**config.mk**
```make
export PLATFORM = sky130hd
export DESIGN_NAME = pingpong_weight_buffer
export DESIGN_NICKNAME = d
export VERILOG_FILES = /design/src/rtl/wbuf_pkg.sv /design/src/rtl/wbuf_bank.sv /design/src/rtl/pingpong_weight_buffer.sv
export SDC_FILE = /design/constraint.sdc
export NUM_CORES = 1
export LEC_CHECK = 0
export CORE_MARGIN = 1
export CORE_UTILIZATION = 25
export DETAILED_ROUTE_END_ITERATION = 7
export GPL_ROUTABILITY_DRIVEN = 0
export PLACE_DENSITY = 0.45
export SYNTH_ARGS = -nofsm -noshare
export SYNTH_HDL_FRONTEND = slang
export SYNTH_SLANG_ARGS = --single-unit
```
**constraint.sdc**
```tcl
create_clock -name clk -period 2.6 [get_ports clk]
set_input_delay 0.26 -clock clk [delete_from_list [all_inputs] [get_ports clk]]
set_output_delay 0.26 -clock clk [all_outputs]
set_load 0.1 [all_outputs]
```
**src/rtl/wbuf_pkg.sv**
```systemverilog
// Shared types for the ping-pong weight buffer: write/read side state
// encodings and the replay counter width.
package wbuf_pkg;

  typedef enum logic {
    FILL   = 1'b0,
    LOADED = 1'b1
  } wr_state_t;

  typedef enum logic {
    IDLE = 1'b0,
    READ = 1'b1
  } rd_state_t;

  localparam int unsigned RPL_W = 4;

endpackage

```
**src/rtl/wbuf_bank.sv**
```systemverilog
// One DATA_W x DEPTH weight bank: synchronous write port and a registered
// synchronous read port. The read register doubles as the buffer's output
// register, so it has a reset/clear value while the array itself does not.
module wbuf_bank #(
  parameter  int unsigned DATA_W = 8,
  parameter  int unsigned DEPTH  = 16,
  localparam int unsigned AW     = $clog2(DEPTH)
) (
  input  logic              clk,
  input  logic              rst_n,
  input  logic              i_clr,
  input  logic              i_we,
  input  logic [AW-1:0]     i_waddr,
  input  logic [DATA_W-1:0] i_wdata,
  input  logic              i_re,
  input  logic [AW-1:0]     i_raddr,
  output logic [DATA_W-1:0] o_rdata
);

  logic [DATA_W-1:0] r_mem [DEPTH];
  logic [DATA_W-1:0] r_rdata;

  // Storage array write; contents are don't-care after reset.
  always_ff @(posedge clk) begin
    if (i_we) r_mem[i_waddr] <= i_wdata;
  end

  // Registered read port with async reset and synchronous clear.
  always_ff @(posedge clk or negedge rst_n) begin
    if (!rst_n)     r_rdata <= '0;
    else if (i_clr) r_rdata <= '0;
    else if (i_re)  r_rdata <= r_mem[i_raddr];
  end

  assign o_rdata = r_rdata;

endmodule

```
**src/rtl/pingpong_weight_buffer.sv**
```systemverilog
// Double-buffered weight store. One bank fills from the host stream while the
// other drains toward the systolic array; banks swap when a full tile is
// loaded and the previous one is released.
// Optional feature: define WBUF_REPLAY_EN to emit each tile replay+1 times.
module pingpong_weight_buffer
  import wbuf_pkg::*;
#(
  parameter  int unsigned DATA_W = 8,
  parameter  int unsigned DEPTH  = 16,
  localparam int unsigned AW     = $clog2(DEPTH)
) (
  input  logic              clk,
  input  logic              rst_n,
  input  logic              flush,
  input  logic [DATA_W-1:0] in_data,
  input  logic              in_valid,
  output logic              in_ready,
  input  logic              in_last,
  input  logic [RPL_W-1:0]  replay,
  output logic [DATA_W-1:0] out_data,
  output logic              out_valid,
  input  logic              out_ready,
  output logic              out_last,
  output logic              wr_bank,
  output logic              rd_busy,
  output logic [AW:0]       fill_level
);

  localparam logic [AW:0] LAST_IDX = (AW+1)'(DEPTH - 1);
  localparam logic [AW:0] LEN_ONE  = (AW+1)'(1);

  wr_state_t r_wr_state, w_wr_state_nxt;
  rd_state_t r_rd_state, w_rd_state_nxt;

  logic              r_wr_bank;
  logic [AW:0]       r_wr_cnt;
  logic [AW:0]       r_wr_len;
  logic [AW:0]       r_rd_len;
  logic [AW:0]       r_rd_ptr;
  logic              r_out_valid;
  logic              r_out_last;

  logic              w_in_hs;
  logic              w_wr_done;
  logic              w_swap;
  logic              w_out_hs;
  logic              w_pass_end;
  logic              w_more_pass;
  logic              w_tile_end;
  logic              w_load;
  logic [AW:0]       w_fetch_idx;
  logic              w_rd_en;
  logic              w_rd_sel;
  logic [AW-1:0]     w_raddr;
  logic [1:0]        w_we;
  logic [1:0]        w_re;
  logic [DATA_W-1:0] w_rdata [2];

  assign w_in_hs     = in_valid && (r_wr_state == FILL);
  assign w_wr_done   = w_in_hs && (in_last || (r_wr_cnt == LAST_IDX));
  assign w_swap      = (r_wr_state == LOADED) && (r_rd_state == IDLE);
  assign w_out_hs    = r_out_valid && out_ready;
  assign w_pass_end  = w_out_hs && r_out_last;
  assign w_tile_end  = w_pass_end && !w_more_pass;
  assign w_load      = (r_rd_state == READ) && (!r_out_valid || w_out_hs) && !w_tile_end;
  assign w_fetch_idx = w_pass_end ? '0 : r_rd_ptr;

`ifdef WBUF_REPLAY_EN
  logic [RPL_W-1:0] r_pass;
  logic [RPL_W-1:0] r_replay;

  assign w_more_pass = (r_pass != r_replay);

  // Pass counter: replay count is captured at swap, pass advances per out_last handshake.
  always_ff @(posedge clk or negedge rst_n) begin
    if (!rst_n) begin
      r_pass   <= '0;
      r_replay <= '0;
    end else if (flush) begin
      r_pass   <= '0;
      r_replay <= '0;
    end else if (w_swap) begin
      r_pass   <= '0;
      r_replay <= replay;
    end else if (w_pass_end && w_more_pass) begin
      r_pass   <= r_pass + 1'b1;
    end
  end
`else
  logic w_unused_replay;

  assign w_more_pass     = 1'b0;
  assign w_unused_replay = ^replay;
`endif

  // State registers for both sides; flush acts as a synchronous reset.
  always_ff @(posedge clk or negedge rst_n) begin
    if (!rst_n) begin
      r_wr_state <= FILL;
      r_rd_state <= IDLE;
    end else if (flush) begin
      r_wr_state <= FILL;
      r_rd_state <= IDLE;
    end else begin
      r_wr_state <= w_wr_state_nxt;
      r_rd_state <= w_rd_state_nxt;
    end
  end

  // Next-state logic for the write and read sides.
  always_comb begin
    w_wr_state_nxt = r_wr_state;
    w_rd_state_nxt = r_rd_state;
    case (r_wr_state)
      FILL:    if (w_wr_done) w_wr_state_nxt = LOADED;
      LOADED:  if (w_swap)    w_wr_state_nxt = FILL;
      default: w_wr_state_nxt = FILL;
    endcase
    case (r_rd_state)
      IDLE:    if (w_swap)     w_rd_state_nxt = READ;
      READ:    if (w_tile_end) w_rd_state_nxt = IDLE;
      default: w_rd_state_nxt = IDLE;
    endcase
  end

  // Write-side pointer, tile length capture and bank toggle.
  always_ff @(posedge clk or negedge rst_n) begin
    if (!rst_n) begin
      r_wr_bank <= 1'b0;
      r_wr_cnt  <= '0;
      r_wr_len  <= '0;
    end else if (flush) begin
      r_wr_bank <= 1'b0;
      r_wr_cnt  <= '0;
      r_wr_len  <= '0;
    end else if (w_swap) begin
      r_wr_bank <= ~r_wr_bank;
      r_wr_cnt  <= '0;
    end else if (w_in_hs) begin
      r_wr_cnt <= r_wr_cnt + 1'b1;
      if (w_wr_done) r_wr_len <= r_wr_cnt + 1'b1;
    end
  end

  // Read-side pointer and output qualifiers. Entry 0 is fetched during the
  // swap cycle itself so it is visible right after the swap edge; rd_ptr
  // therefore always names the next entry to fetch.
  always_ff @(posedge clk or negedge rst_n) begin
    if (!rst_n) begin
      r_rd_len    <= '0;
      r_rd_ptr    <= '0;
      r_out_valid <= 1'b0;
      r_out_last  <= 1'b0;
    end else if (flush) begin
      r_rd_len    <= '0;
      r_rd_ptr    <= '0;
      r_out_valid <= 1'b0;
      r_out_last  <= 1'b0;
    end else if (w_swap) begin
      r_rd_len    <= r_wr_len;
      r_rd_ptr    <= LEN_ONE;
      r_out_valid <= 1'b1;
      r_out_last  <= (r_wr_len == LEN_ONE);
    end else if (w_load) begin
      r_rd_ptr    <= w_fetch_idx + 1'b1;
      r_out_valid <= 1'b1;
      r_out_last  <= (w_fetch_idx == (r_rd_len - 1'b1));
    end else if (w_tile_end) begin
      r_out_valid <= 1'b0;
      r_out_last  <= 1'b0;
    end
  end

  // Bank steering: writes go to wr_bank; reads come from the other bank,
  // except during a swap, when the just-loaded bank (still wr_bank) is read.
  assign w_rd_en  = !flush && (w_swap || w_load);
  assign w_rd_sel = w_swap ? r_wr_bank : ~r_wr_bank;
  assign w_raddr  = w_swap ? '0 : w_fetch_idx[AW-1:0];
  assign w_we     = {w_in_hs && !flush && r_wr_bank, w_in_hs && !flush && !r_wr_bank};
  assign w_re     = {w_rd_en && w_rd_sel, w_rd_en && !w_rd_sel};

  for (genvar g = 0; g < 2; g++) begin : g_bank
    wbuf_bank #(
      .DATA_W (DATA_W),
      .DEPTH  (DEPTH)
    ) u_bank (
      .clk     (clk),
      .rst_n   (rst_n),
      .i_clr   (flush),
      .i_we    (w_we[g]),
      .i_waddr (r_wr_cnt[AW-1:0]),
      .i_wdata (in_data),
      .i_re    (w_re[g]),
      .i_raddr (w_raddr),
      .o_rdata (w_rdata[g])
    );
  end

  assign in_ready   = (r_wr_state == FILL);
  assign out_data   = r_wr_bank ? w_rdata[0] : w_rdata[1];
  assign out_valid  = r_out_valid;
  assign out_last   = r_out_last;
  assign wr_bank    = r_wr_bank;
  assign rd_busy    = (r_rd_state == READ) || r_out_valid;
  assign fill_level = r_wr_cnt;

endmodule
```
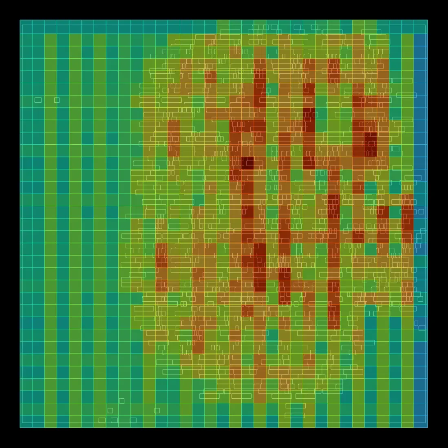
*Congestion heat map, run 1*
drt wl/cell: 20.9 µm
Total GRT Usage: 0.142
final core occ: 0.306
Top Usage Layer GRT: met2

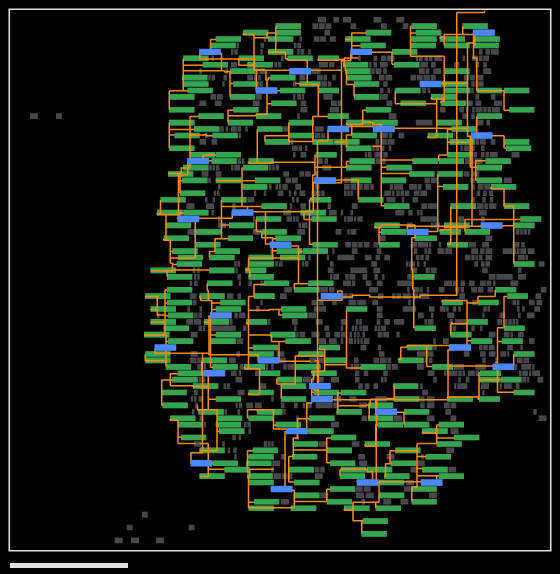
*Routed clock nets over the placement, run 1*
Scale bar: 50 µm.
legend:
  clock wires:
    colour: orange
    length: 3,850 µm
  clock-net drivers:
    colour: blue
    count: 31
  flip-flops:
    colour: green
    count: 297
routed clock nets: 32

==> impl_metrics.yaml, run 1 <==
# implementation run metrics
outcome:
  status: "complete, no violations"
flow_run:
  warnings: 34
  drv_cap: 0
placed_design:
  dpl_worst_slack_ps: 29.3
  dp.cells: 1711
  hpwl_um: 24700
  io_buffers: 31
  place_area_um2: 14500
worst_setup_path:
  crit_buf_inv: 1
  crit_path_cell_trace: "nand2b_4 -> and3_4 -> buf_12 -> mux2i_1 -> o22ai_1 -> o311ai_0 -> o21ai_1"
  endpoint: "g_bank[1].u_bank.o_rdata[7]"
  critPathLaunch: "r_rd_state"
  cp.required_ps: 3040
  rr_startpoint: "r_rd_state"
  worst-path-stages: 7
  cp.arrival_ps: 2860
  cp_max_fo: 20
  slowest_delay_ps: 490
  rrSetupSlack_ps: 180
  critPathSlowestCell: "dfrtp_1"
  endpoint_kind: "register"
  r2r_cells: 7
  reg2reg_to: "g_bank[1].u_bank.o_rdata[7]"
  critPathKind: "register to register"
  cp_top_family: "AND-OR/OR-AND gates"
finish:
  syn_to_final_growth_pct: 20.1
  ff_latch_area_um2: 8710
  n_antenna_cell: 0
  fillers: 5047
  logic_area_um2: 3770
  fin_cells: 1768
  final_area_um2: 15400
  layout-drive-gt1-share: 0.170
  nets: 1098
logic_synthesis:
  syn_area_per_cell_um2: 13.2
  ys_types: 62
  ys_cells: 970
  yosysTopAreaCell: "edfxtp_1"
  ys_ff: 297
  syn_area_um2: 12800
  ys_chip_area_um2: 12800
  postSynthSeqShare: 0.679
  yosys_most_used_dff: "edfxtp_1"
  yosysWarnings: 0
  synth_top_area_share: 0.599
  synthArstFlopShare: 0.138
  syn_nets: 995
  edf_count: 256
  yosys-top-cells-area: "edfxtp_1, dfrtp_1, mux2i_1"
  synth_cells: 970
die:
  die_width_um: 229
  std_cell_rows: 82
  die_h_um: 229
  io-pin-count: 36
  fp.coreArea_um2: 50400
  die_area_um2: 52200
global_routing:
  grt_first_pass_wirelength_um: 55800
  grt_pass1_vias: 8534
  antenna_found_initial: 0
  overflow: 0
  grt_max_degree: 34
routing:
  viasPerCell: 4.81
  drt_iter0_drc: 791
  drtAntennaViolNets: 0
  route.detailed.drc: 0
  wl_um: 37000
  firstDrtPassIters: 7
  num_vias: 8512
sta:
  setup_viol: 0
  relSlewSlack: 0.235
  period_minus_slack_ps: 2420
  finalHoldViolCount: 0
  slew_violations: 0
  rsz0062_at_grt: "false"
  fin_tns_setup_ps: 0
  fin_crit_sh: 0.931
  worst_slack_ps: 179
  finClkSkew_ps: 23.6
  max_freq_mhz: 413
  whs_ps: 186
power_and_ir_drop:
  power_density_nw_per_um2: 677
  p_total_mw: 10.4
  switchingPower_mw: 2.58
  power_frac_clock: 0.397
  vdd_drop_max_v: 0.000430
  seqPwrFrac: 0.508
  power.share.switching: 0.248
  p_int_mw: 7.85
clock_tree:
  cts_tree: "done"
  clock-sinks: 297
  root_buffer: "clkbuf_16"
  clk_latency_ps: 580
  clockBufferDepth: 3
  cts.htree.levels: 1
  cts_buffers: 31
hold_path:
  hold_path.class: "input pin to asynchronous set/reset pin"
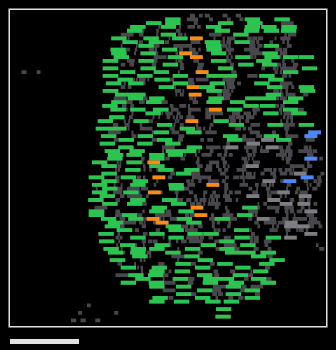
*Register map, names as in the netlist, run 1*
Scale bar: 50 µm. Other sequential cells in the stronger grey, the rest of the logic in the fainter grey.
legend:
  g_bank.u_bank.r_mem:
    colour: green
    placed_flops: 256
  g_bank.u_bank.o_rdata:
    colour: orange
    placed_flops: 16
  r_rd_len:
    colour: blue
    placed_flops: 5
    where: right middle
not coloured: 20

==> run 1: layout by cell type, fill, tap and decap left out, types with 3 or more instances in the layout <==
cell type        count
edfxtp_1           256
nor2_1              55
dfrtp_1             40
ha_1                 7
a21oi_1             55
clkdlybuf4s50_1     12
xor2_1               6
clkinv_1             5
o21ai_0             21
nand4_1             12
o211ai_1            15
clkbuf_16           31
and2_1               7
xnor2_1              7
a211oi_1            24
buf_12               8
o22a_1               8
buf_4              107
nor3b_1              5
nand2_1            133
o311ai_1             4
inv_1               12
o31ai_1              8
nand3_1             37
o221ai_1            11
mux2i_1             63
and3_1               8
nor3_1              13
clkbuf_1             8
or3_1                3
nand2b_1             4
mux2_2              10
a22o_1               4
clkinv_2             6
o22ai_1             10
a221oi_1            20
o21ai_1              5
a31oi_1             11
==> run 1: timing repair <==
item,4_1_cts,5_1_grt
hold buffers,1,0
setup buffers,0,0
resized,0,0
endpoints found under the hold margin,19,0
==> run 1: cells by family after synthesis <==
kind of cell / Yosys count / synth area share
simple gates: 297 / 0.107
flops: 297 / 0.679
compound gates: 211 / 0.112
mux: 73 / 0.0579
buf+inv: 72 / 0.0280
xor+xnor: 13 / 0.00888
fa+ha+maj: 7 / 0.00683
==> run 1: power groups by stage <==
stage | clock, mW | sequential (mW) | combinational [mW]
2_1_floorplan | 0 | 5.42 | 0.523
3_3_place_gp | 0 | 5.40 | 0.994
3_5_place_dp | 0 | 5.40 | 0.995
4_1_cts | 4.24 | 5.30 | 1.00
5_1_grt | 4.41 | 5.30 | 1.07
6_report | 4.14 | 5.30 | 0.995
==> run 1: Yosys cell counts (3+ instances only) <==
master	n
nor2_1	55
o221ai_1	11
o22a_1	8
buf_1	5
clkbuf_1	24
a21oi_1	55
nor3_1	13
nand2b_1	4
nor4_1	3
nor3b_1	5
buf_4	3
buf_2	19
and2_1	7
buf_6	7
nand2_1	133
and3_1	9
a31oi_1	11
o211ai_1	15
mux2_2	10
xnor2_1	7
xor2_1	6
o31ai_1	8
o22ai_1	10
inv_1	12
edfxtp_1	256
ha_1	7
nand3_1	38
o21ai_0	21
a221oi_1	20
nand4_1	12
a22o_1	4
o21ai_1	5
a211oi_1	24
or3_1	3
mux2i_1	63
o311ai_1	4
dfrtp_1	41
==> run 1: final cells by class <==
class	count	share of cell area
well taps	672	0.0546
flip-flops and latches	297	0.566
repair buffers	129	0.0713
multi-input cells	601	0.245
clock buffers	40	0.0532
inverters	13	0.00317
clock inverters	16	0.00723
==> run 1: registers in the layout (all words and copies together) (netlist names) <==
name and cells:
fill_level 5, wr_bank 1, r_rd_state 1, out_valid 1, r_rd_ptr 5, r_wr_len 5, r_wr_state 1, r_rd_len 5
g_bank.u_bank.o_rdata 16, g_bank.u_bank.r_mem 256, out_last 1
==> run 1: layer usage <==
| metal | part of all wire | vias up | global-route usage |
|---|---|---|---|
| li1 | - | 3927 | - |
| met1 | 0.46 | 4300 | 0.195 |
| met2 | 0.48 | 219 | 0.233 |
| met3 | 0.040 | 66 | 0.0136 |
| met4 | 0.028 | 0 | 0.0491 |
| met5 | 0 | - | 0 |
==> run 2, diff against run 1 <==
CTS_CLUSTER_DIAMETER = 120   (was not set)
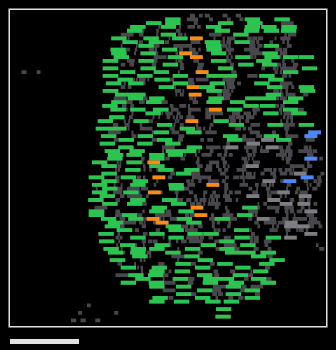
*Register map, names as in the netlist, run 2*
Scale bar: 50 µm. Other sequential cells in the stronger grey, the rest of the logic in the fainter grey.
legend:
  r_rd_len:
    colour: blue
    placed_flops: 5
    where: right middle
  g_bank.u_bank.o_rdata:
    colour: orange
    placed_flops: 16
  g_bank.u_bank.r_mem:
    colour: green
    placed_flops: 256
not coloured: 20

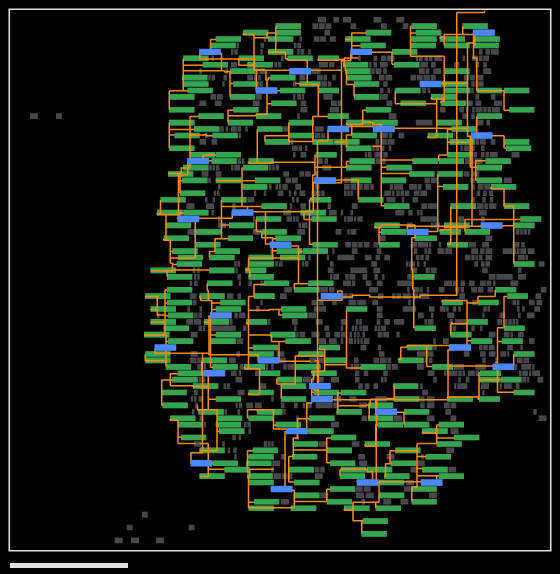
*Routed clock nets over the placement, run 2*
Scale bar: 50 µm.
legend:
  clock-net drivers:
    colour: blue
    count: 31
  flip-flops:
    colour: green
    count: 297
  clock wires:
    colour: orange
    length: 3,850 µm
routed clock nets: 32

==> run 2 against run 1 <==
  * First-iteration DRC count did not move
  * Combinational power barely moved
  * Count of clock-buffer cells in the layout did not move
  * Sequential power barely moved
  * Global-route usage did not move
==> impl_metrics.yaml, run 2 <==
# implementation run metrics
logic_synthesis:
  synth_top_area_share: 0.599
  ys_sh_xor: 0.00888
  syn_area_um2: 12800
  synth_cells: 970
  ys_chip_area_um2: 12800
  yosys-top-cells-area: "edfxtp_1, dfrtp_1, mux2i_1"
  syn_area_per_cell_um2: 13.2
  synth_top_cell_by_count: "edfxtp_1"
  adder_share: 0.00683
  ys_top_logic_family: "AND-OR/OR-AND gates"
  yosysTopAreaCell: "edfxtp_1"
  syn_nets: 995
  postSynthSeqShare: 0.679
  aoi_share: 0.112
  ys_cells: 970
  yosysWarnings: 0
  ys_sh_simple: 0.107
  edf_count: 256
  synthArstFlopShare: 0.138
  common_cells: "edfxtp_1, nand2_1, mux2i_1"
  ys_ff: 297
  yosys_most_used_dff: "edfxtp_1"
  ys_types: 62
sta:
  fin_crit_sh: 0.931
  rsz0062_at_grt: "false"
  finalHoldViolCount: 0
  worst_slack_ps: 179
  relSlewSlack: 0.235
  slew_violations: 0
  setup_viol: 0
  max_freq_mhz: 413
  finClkSkew_ps: 23.6
global_routing:
  antenna_found_initial: 0
  grt_pass1_vias: 8534
  grt_max_degree: 34
  grt_first_pass_wirelength_um: 55800
  grt_usage: 0.142
  overflow: 0
die:
  die_width_um: 229
  io-pin-count: 36
  std_cell_rows: 82
  fp_util: 0.255
  die_area_um2: 52200
  die_h_um: 229
  fp.coreArea_um2: 50400
power_and_ir_drop:
  seqPwrFrac: 0.508
  p_int_mw: 7.85
  switchingPower_mw: 2.58
  power.share.switching: 0.248
  power_density_nw_per_um2: 677
  vdd_drop_max_v: 0.000430
  power_frac_clock: 0.397
finish:
  final_util: 0.306
  n_antenna_cell: 0
  regMostFlops: "g_bank.u_bank.r_mem"
  lay_top_count: "edfxtp_1"
  fillers: 5047
  lay_top_cells: "edfxtp_1, nand2_1, buf_4, mux2i_1"
  layout-drive-gt1-share: 0.170
  fin_cells: 1768
  syn_to_final_growth_pct: 20.1
  largest_register_ffs: 256
  nets: 1098
clock_tree:
  clockBufferDepth: 3
  postCtsSetupBuffers: 0
  clk_latency_ps: 580
  root_buffer: "clkbuf_16"
  clock-sinks: 297
  cts_tree: "done"
  cts.htree.levels: 1
  cts_resized: 0
  postCtsHoldBufs: 1
  cts_buffers: 31
worst_setup_path:
  endpoint_kind: "register"
  cp.arrival_ps: 2860
  critPathKind: "register to register"
  cp_max_fo: 20
  cp.required_ps: 3040
flow_run:
  drv_cap: 0
  warnings: 34
routing:
  wl_per_cell_um: 20.9
  route.detailed.drc: 0
  firstDrtPassIters: 7
  viasPerCell: 4.81
  num_vias: 8512
  drtAntennaViolNets: 0
  drt_iter0_drc: 791
placed_design:
  hpwl_um: 24700
  dp.cells: 1711
  io_buffers: 31
  dpl_worst_slack_ps: 29.3
hold_path:
  hold_path.class: "input pin to asynchronous set/reset pin"
outcome:
  status: "complete, no violations"
run 2: worst max-delay path: stages, from the launching register on:
cell	delay (ps)
dfrtp_1	490
nand2b_4	370
and3_4	310
buf_12	180
mux2i_1	190
o22ai_1	140
o311ai_0	470
o21ai_1	130
run 2: metrics by stage:
stage | power [mW] | cell area [µm²] | hold WS (ps) | TNS, ps
3_5_place_dp | 6.39 | 14500 | 255 | 0
4_1_cts | 10.5 | 15400 | 178 | 0
5_1_grt | 10.8 | 15400 | 227 | 0
3_3_place_gp | 6.39 | 14500 | 265 | -10.4
6_report | 10.4 | 15400 | 186 | 0
2_1_floorplan | 5.95 | 12800 | -35.6 | -634
run 2: power by group through the flow:
| stage | logic, mW | registers, mW | clock network, mW |
|---|---|---|---|
| finish | 0.995 | 5.30 | 4.14 |
| global route | 1.07 | 5.30 | 4.41 |
| detailed placement | 0.995 | 5.40 | 0 |
| floorplan | 0.523 | 5.42 | 0 |
| global placement | 0.994 | 5.40 | 0 |
| CTS | 1.00 | 5.30 | 4.24 |
run 2: final timing paths:
kind                                              from                           to  slack, ps  depth (start not counted)
max                                         r_rd_state  g_bank[1].u_bank.o_rdata[7]        180                          7
min                                              rst_n                  r_rd_ptr[2]        190                          2
max reg2reg                                 r_rd_state  g_bank[1].u_bank.o_rdata[7]        180                          7
min reg2reg                g_bank[1].u_bank.o_rdata[4]  g_bank[1].u_bank.o_rdata[4]        510                          1
max in group asynchronous                        rst_n                    out_valid       1630                          3
min in group clk           g_bank[1].u_bank.o_rdata[4]  g_bank[1].u_bank.o_rdata[4]        510                          1
run 2: cell type report:
| type | count | area, µm² | area share |
|---|---|---|---|
| Tap cell | 672 | 841 | 0.0546 |
| Multi-Input combinational cell | 601 | 3770 | 0.245 |
| Clock buffer | 40 | 820 | 0.0532 |
| Sequential cell | 297 | 8710 | 0.566 |
| Inverter | 13 | 48.8 | 0.00317 |
| Timing Repair Buffer | 129 | 1100 | 0.0713 |
| Clock inverter | 16 | 111 | 0.00723 |
run 2: metal layers:
metal / global-route usage / up-vias / share of wire
met5: 0 / - / 0
met4: 0.0491 / 0 / 0.028
met3: 0.0136 / 66 / 0.040
met2: 0.233 / 219 / 0.48
met1: 0.195 / 4300 / 0.46
li1: - / 3927 / -
run 2: cell families (layout without fill, tap and decap cells):
group,count (synthesis),in the layout
fa+ha+maj,7,7
simple gates,297,297
compound gates,211,211
buf+inv,72,198
flops,297,297
mux,73,73
xor+xnor,13,13
Power figures rest on the tool's default switching activity, not on a simulated workload.
